Figure 1. The metal 1 layer.
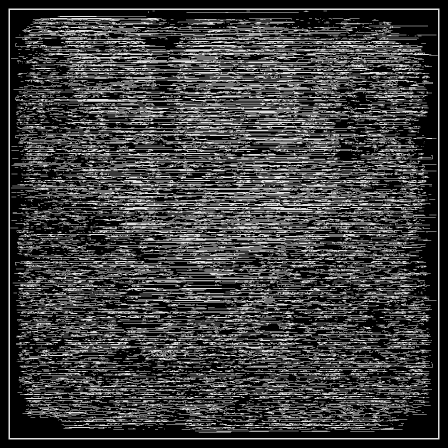
Figure 2. Met4 routing.
Bar = 100 um.
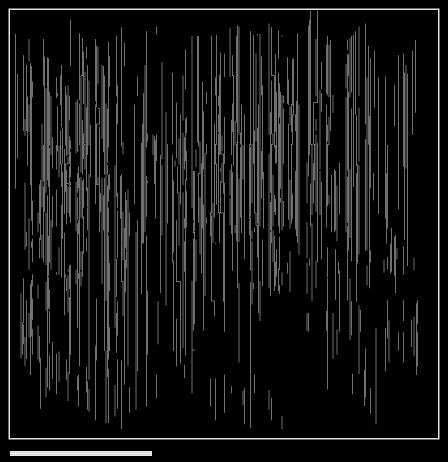
### src/rtl/alu_seq.sv
// Handshaked, registered ALU with an iterative radix-2 divider.
// Single-cycle ops complete at accept; DIV/DIVI take DATA_WIDTH cycles.
package alu_seq_pkg;
    typedef enum logic [4:0] {
        ALU_ADD  = 5'd0,
        ALU_SUB  = 5'd1,
        ALU_ADDI = 5'd2,
        ALU_MUL  = 5'd3,
        ALU_MULI = 5'd4,
        ALU_SLT  = 5'd5,
        ALU_MIN  = 5'd6,
        ALU_SEQ  = 5'd7,
        ALU_SNEZ = 5'd8,
        ALU_BEQZ = 5'd9,
        ALU_ABS  = 5'd10,
        ALU_SLL  = 5'd11,
        ALU_SLLI = 5'd12,
        ALU_JAL  = 5'd13,
        ALU_DIV  = 5'd14,
        ALU_DIVI = 5'd15
    } alu_instruction_t;
endpackage

module alu_seq
    import alu_seq_pkg::*;
#(
    parameter int DATA_WIDTH = 32,
    parameter int PC_WIDTH   = 32
) (
    input  logic                  clk,
    input  logic                  reset,
    input  logic                  in_valid,
    output logic                  in_ready,
    input  alu_instruction_t      instruction,
    input  logic [PC_WIDTH-1:0]   pc,
    input  logic [DATA_WIDTH-1:0] op1,
    input  logic [DATA_WIDTH-1:0] op2,
    input  logic [DATA_WIDTH-1:0] imm,
    output logic                  out_valid,
    input  logic                  out_ready,
    output logic [DATA_WIDTH-1:0] result,
    output logic                  div_by_zero
);
    localparam int SW = $clog2(DATA_WIDTH);

    typedef enum logic {
        IDLE,
        DIVIDE
    } state_t;

    state_t                state_q, state_d;
    logic [SW-1:0]         cnt_q, cnt_d;
    logic [DATA_WIDTH-1:0] rem_q, rem_d;
    logic [DATA_WIDTH-1:0] quo_q, quo_d;
    logic [DATA_WIDTH-1:0] dvs_q, dvs_d;
    logic [DATA_WIDTH-1:0] result_q, result_d;
    logic                  dbz_q, dbz_d;
    logic                  out_valid_q, out_valid_d;

    logic [DATA_WIDTH-1:0] alu_res;
    logic [DATA_WIDTH-1:0] divisor;
    logic [DATA_WIDTH-1:0] pc_ext;
    logic                  is_div;
    logic                  accept;

    logic [DATA_WIDTH:0]   rem_sh;
    logic [DATA_WIDTH:0]   diff;
    logic                  q_bit;
    logic [DATA_WIDTH-1:0] rem_nx;
    logic [DATA_WIDTH-1:0] quo_nx;

    assign in_ready    = (state_q == IDLE) && (!out_valid_q || out_ready);
    assign accept      = in_valid && in_ready;
    assign out_valid   = out_valid_q;
    assign result      = result_q;
    assign div_by_zero = dbz_q;

    // Single-cycle result and divisor selection for the presented opcode
    always_comb begin
        alu_res = '0;
        is_div  = 1'b0;
        divisor = op2;
        pc_ext  = '0;
        pc_ext[PC_WIDTH-1:0] = pc;
        case (instruction)
            ALU_ADD:  alu_res = op1 + op2;
            ALU_SUB:  alu_res = op1 - op2;
            ALU_ADDI: alu_res = op1 + imm;
            ALU_MUL:  alu_res = op1 * op2;
            ALU_MULI: alu_res = op1 * imm;
            ALU_SLT:  alu_res = DATA_WIDTH'(op1 < op2);
            ALU_MIN:  alu_res = (op1 < op2) ? op1 : op2;
            ALU_SEQ:  alu_res = DATA_WIDTH'(op1 == op2);
            ALU_SNEZ: alu_res = DATA_WIDTH'(op1 != '0);
            ALU_BEQZ: alu_res = DATA_WIDTH'(op1 == '0);
            ALU_ABS:  alu_res = op1[DATA_WIDTH-1] ? (~op1 + 1'b1) : op1;
            ALU_SLL:  alu_res = op1 << op2[SW-1:0];
            ALU_SLLI: alu_res = op1 << imm[SW-1:0];
            ALU_JAL:  alu_res = pc_ext + imm;
            ALU_DIV:  is_div = 1'b1;
            ALU_DIVI: begin
                is_div  = 1'b1;
                divisor = imm;
            end
            default:  alu_res = '0;
        endcase
    end

    // One restoring-division step: shift in next dividend bit, trial subtract
    always_comb begin
        rem_sh = {rem_q, quo_q[DATA_WIDTH-1]};
        diff   = rem_sh - {1'b0, dvs_q};
        q_bit  = ~diff[DATA_WIDTH];
        rem_nx = q_bit ? diff[DATA_WIDTH-1:0] : rem_sh[DATA_WIDTH-1:0];
        quo_nx = {quo_q[DATA_WIDTH-2:0], q_bit};
    end

    // Next-state: accept, divide iteration and output register update
    always_comb begin
        state_d     = state_q;
        cnt_d       = cnt_q;
        rem_d       = rem_q;
        quo_d       = quo_q;
        dvs_d       = dvs_q;
        result_d    = result_q;
        dbz_d       = dbz_q;
        out_valid_d = out_valid_q && !out_ready;
        case (state_q)
            IDLE: begin
                if (accept) begin
                    if (is_div && divisor != '0) begin
                        state_d = DIVIDE;
                        cnt_d   = '0;
                        rem_d   = '0;
                        quo_d   = op1;
                        dvs_d   = divisor;
                    end else if (is_div) begin
                        result_d    = '1;
                        dbz_d       = 1'b1;
                        out_valid_d = 1'b1;
                    end else begin
                        result_d    = alu_res;
                        dbz_d       = 1'b0;
                        out_valid_d = 1'b1;
                    end
                end
            end
            DIVIDE: begin
                rem_d = rem_nx;
                quo_d = quo_nx;
                cnt_d = cnt_q + 1'b1;
                if (cnt_q == SW'(DATA_WIDTH - 1)) begin
                    state_d     = IDLE;
                    cnt_d       = '0;
                    result_d    = quo_nx;
                    dbz_d       = 1'b0;
                    out_valid_d = 1'b1;
                end
            end
            default: state_d = IDLE;
        endcase
    end

    // State and output registers with synchronous reset
    always_ff @(posedge clk) begin
        if (reset) begin
            state_q     <= IDLE;
            cnt_q       <= '0;
            rem_q       <= '0;
            quo_q       <= '0;
            dvs_q       <= '0;
            result_q    <= '0;
            dbz_q       <= 1'b0;
            out_valid_q <= 1'b0;
        end else begin
            state_q     <= state_d;
            cnt_q       <= cnt_d;
            rem_q       <= rem_d;
            quo_q       <= quo_d;
            dvs_q       <= dvs_d;
            result_q    <= result_d;
            dbz_q       <= dbz_d;
            out_valid_q <= out_valid_d;
        end
    end

endmodule

### config.mk
export PLATFORM = sky130hd
export DESIGN_NAME = alu_seq
export DESIGN_NICKNAME = d
export VERILOG_FILES = /design/src/rtl/alu_seq.sv
export SDC_FILE = /design/constraint.sdc
export NUM_CORES = 2
export LEC_CHECK = 0
export ABC_AREA = 1
export ABC_CLOCK_PERIOD_IN_PS = 18350
export CAP_MARGIN = 20
export CORE_MARGIN = 4
export CORE_UTILIZATION = 60
export DETAILED_ROUTE_END_ITERATION = 6
export PLACE_DENSITY = 0.88
export SYNTH_ARGS = -nofsm -noshare
export SYNTH_HDL_FRONTEND = slang
export SYNTH_SLANG_ARGS = --single-unit
### constraint.sdc
create_clock -name clk -period 18.35 [get_ports clk]
set_input_delay 1.835 -clock clk [delete_from_list [all_inputs] [get_ports clk]]
set_output_delay 1.835 -clock clk [all_outputs]
set_load 0.01 [all_outputs]
==> run summary <==
Notes on the physical design

The type of element capturing the critical path is a flip-flop. Looking at area per cell type in the netlist, the leader is sky130_fd_sc_hd__fa_1. Of the total standard cell area in the layout, the sequential portion is 0.0497. The count of inverters other than clock inverters in the layout is 1890. The synthesized area is 51800 um2. The number of antenna violations at the first check in global routing is 14. The top layer reached by signal wires is met5. For this run, the script counts the antenna cells in the layout as 10. The layout buffering overhead excluding clock cells is 0.0454.

The logic share of the area is 0.738. The layout contains a multi-input combinational cell count of 5494. The detailed-routing wirelength on met1 is 74.5 mm.

The end point of the most critical hold path is dvs_q[13]. Setup repair after global routing left no endpoint under its margin. The report shows a maximum critical-path fanout of 24. The dominant register cell is sky130_fd_sc_hd__dfxtp_1. The count of buffers added on input and output ports is 171.

The launch instance of the worst register-to-register path is quo_q[31]. The destination of the worst register-to-register timing path is rem_q[12]. Counting endpoints that fail hold in the final report gives 0. The yosys synthesis chip area is 51800 um2.

The relative area of clock buffers and inverters in the final design is 0.0107. The library cells used most frequently in the layout, excluding fill and tap cells, are 2190 x sky130_fd_sc_hd__nand2_1, 1881 x sky130_fd_sc_hd__inv_1, 820 x sky130_fd_sc_hd__fa_1. The floorplan report lists the tap cell count as 1144. The number of warnings printed during yosys synthesis is 0.

The CTS sink count is 136. The most numerous cell on the critical path is sky130_fd_sc_hd__fa_1. For this run, the post-layout net count is 9157.

Yosys reports that the most numerous cell types are 2192 x sky130_fd_sc_hd__nand2_1, 1881 x sky130_fd_sc_hd__inv_1, 820 x sky130_fd_sc_hd__fa_1. The filler cell count is 7670. The pre-CTS setup slack is 8.56 ns. Dividing the detail-routed wire length by the instance count gives 24.0 um. The number of cells on the worst hold path is 2. In this build the clock could be raised as far as 104 MHz. The run reported a max-capacitance violation count of 0. For this design, the slowest cell found on the critical path is sky130_fd_sc_hd__fa_1.

The total core area is 85400 um2. The first-pass detailed-route iteration total is 7. Compared with the post-synthesis result, the final layout area differs by 5.94%.

The placed instance count is 8948. The most critical hold endpoint after final layout shows a slack of 0.460 ns. For the worst setup path, the data required time is 18.69 ns.

The cell sitting at the root of the clock tree is a sky130_fd_sc_hd__clkbuf_16. The fraction of synthesis flops using an asynchronous set or reset pin is 0. In the global route stage, overall resource usage came out at 0.473. The final design utilization is 0.642. The total non-filler cell area in the finished layout is 54800 um2.

The largest single stage delay on the critical path is 0.57 ns. The most common cell in the synthesized netlist is sky130_fd_sc_hd__nand2_1.

The layout report lists the combined flip-flop and latch area as 2720 um2. The setup clock skew after layout is 0.0230 ns. The via count of the first global-routing pass is 54.6k. The mean instance size in the synthesized netlist is 6.55 um2.

After clock tree synthesis, the setup repair step added 0 buffers. The floorplan has 107 rows. The layout has 286 buffers outside the clock class.

The unique cell type count in the Yosys netlist is 48. At the pin with the least slew margin, the transition time is 1.22 ns. The pin count of the biggest net entering global routing is 73. The setup TNS after final layout is 0 ns.

According to the floorplan report, the die height is 302 um. The clock edge transition at the registers on the reported setup and hold paths is 0.08 ns. The first-pass GRT wire length is 324 mm.

The worst path in the final design needs a cycle of 9.60 ns, including I/O delays and setup. The final report lists the setup-violating endpoint count as 0. Once placement finished, the instance area stood at 54200 um2. The startpoint of the worst hold path is dvs_q[13]. The main area contributors are sky130_fd_sc_hd__fa_1 32%, sky130_fd_sc_hd__nand2_1 16%, sky130_fd_sc_hd__inv_1 14%, sky130_fd_sc_hd__ha_1 9.1%, sky130_fd_sc_hd__dfxtp_1 5.3%. For reference, the most critical setup path is categorized as input port to flip-flop. The post-synth net total is 9232.

Per the skew report, the later register of the worst-skew pair sees a clock latency of 0.45 ns. The DRC violation total after the first TritonRoute iteration is 6580. The run finished with clean final reports. The initial utilization of the core area, before any placement, comes to 0.606. According to the hold report, the worst path is of the flip-flop to flip-flop type. The clock tree from TritonCTS is built.

In this run the count of I/O pins placed on the die edge is 172. The number of clock buffers in the layout is 17. The data arrival time reported for the critical path is 9.94 ns. The register share after synthesis is 0.0526.

The number of routed nets with antenna violations is 0. The report lists the number of cells resized after CTS as 0. The post-synth count of flops with an enable pin is 0. The layout summary lists the proportion of cells stronger than drive strength 1 as 0.0260. The floorplan step set the die width to 302 um. The worst pin sits at a relative slew slack of 0.185.

Detailed routing placed a total of 28.6 mm of wire on met3. Per the cell usage report, the commonest logic cell in the layout is sky130_fd_sc_hd__nand2_1. Across all setup checks in the final design, the least slack found is 8.75 ns. In the final design, more cell area goes to multi-input combinational cells than to any other class.

The number of cells in the finished layout apart from fillers is 8991. Counting the buffers created by CTS gives 17.
About Figure 1:
share of all routed wire	34%
wire length on this layer	74.5 mm
nets with wire on the layer	8677
met1 capacity usage during global routing: 0.576
final WL: 216 mm
routed via count: 54.3k

About Figure 2:
longest straight run	148 um
wire length on this layer	22.1 mm
main direction	vertical

==> kinds of logic after synthesis <==
family / after synthesis / synth area share
fa+ha+maj: 1195 / 0.408
simple gates: 3119 / 0.244
flops: 136 / 0.0526
compound gates: 1105 / 0.117
mux: 2 / 0.000411
xor+xnor: 73 / 0.0124
buf+inv: 2270 / 0.166
==> critical path, delay by kind of cell <==
family,cells,cell delay (ns)
adders and majority gates,10,4.78
and+or+nand+nor,10,1.61
AOI/OAI and AO/OA,3,0.36
buffers and inverters,8,1.34
==> worst max-delay path by stage <==
stage               startpoint  cells past startpoint    endpoint
global placement        op2[9]                     28  result[24]
CTS                     op2[9]                     31  result[24]
floorplan              op1[13]                     30  result[23]
finish                  op2[9]                     31  result[24]
detailed placement      op2[9]                     31  result[24]
global route            op2[9]                     31  result[24]
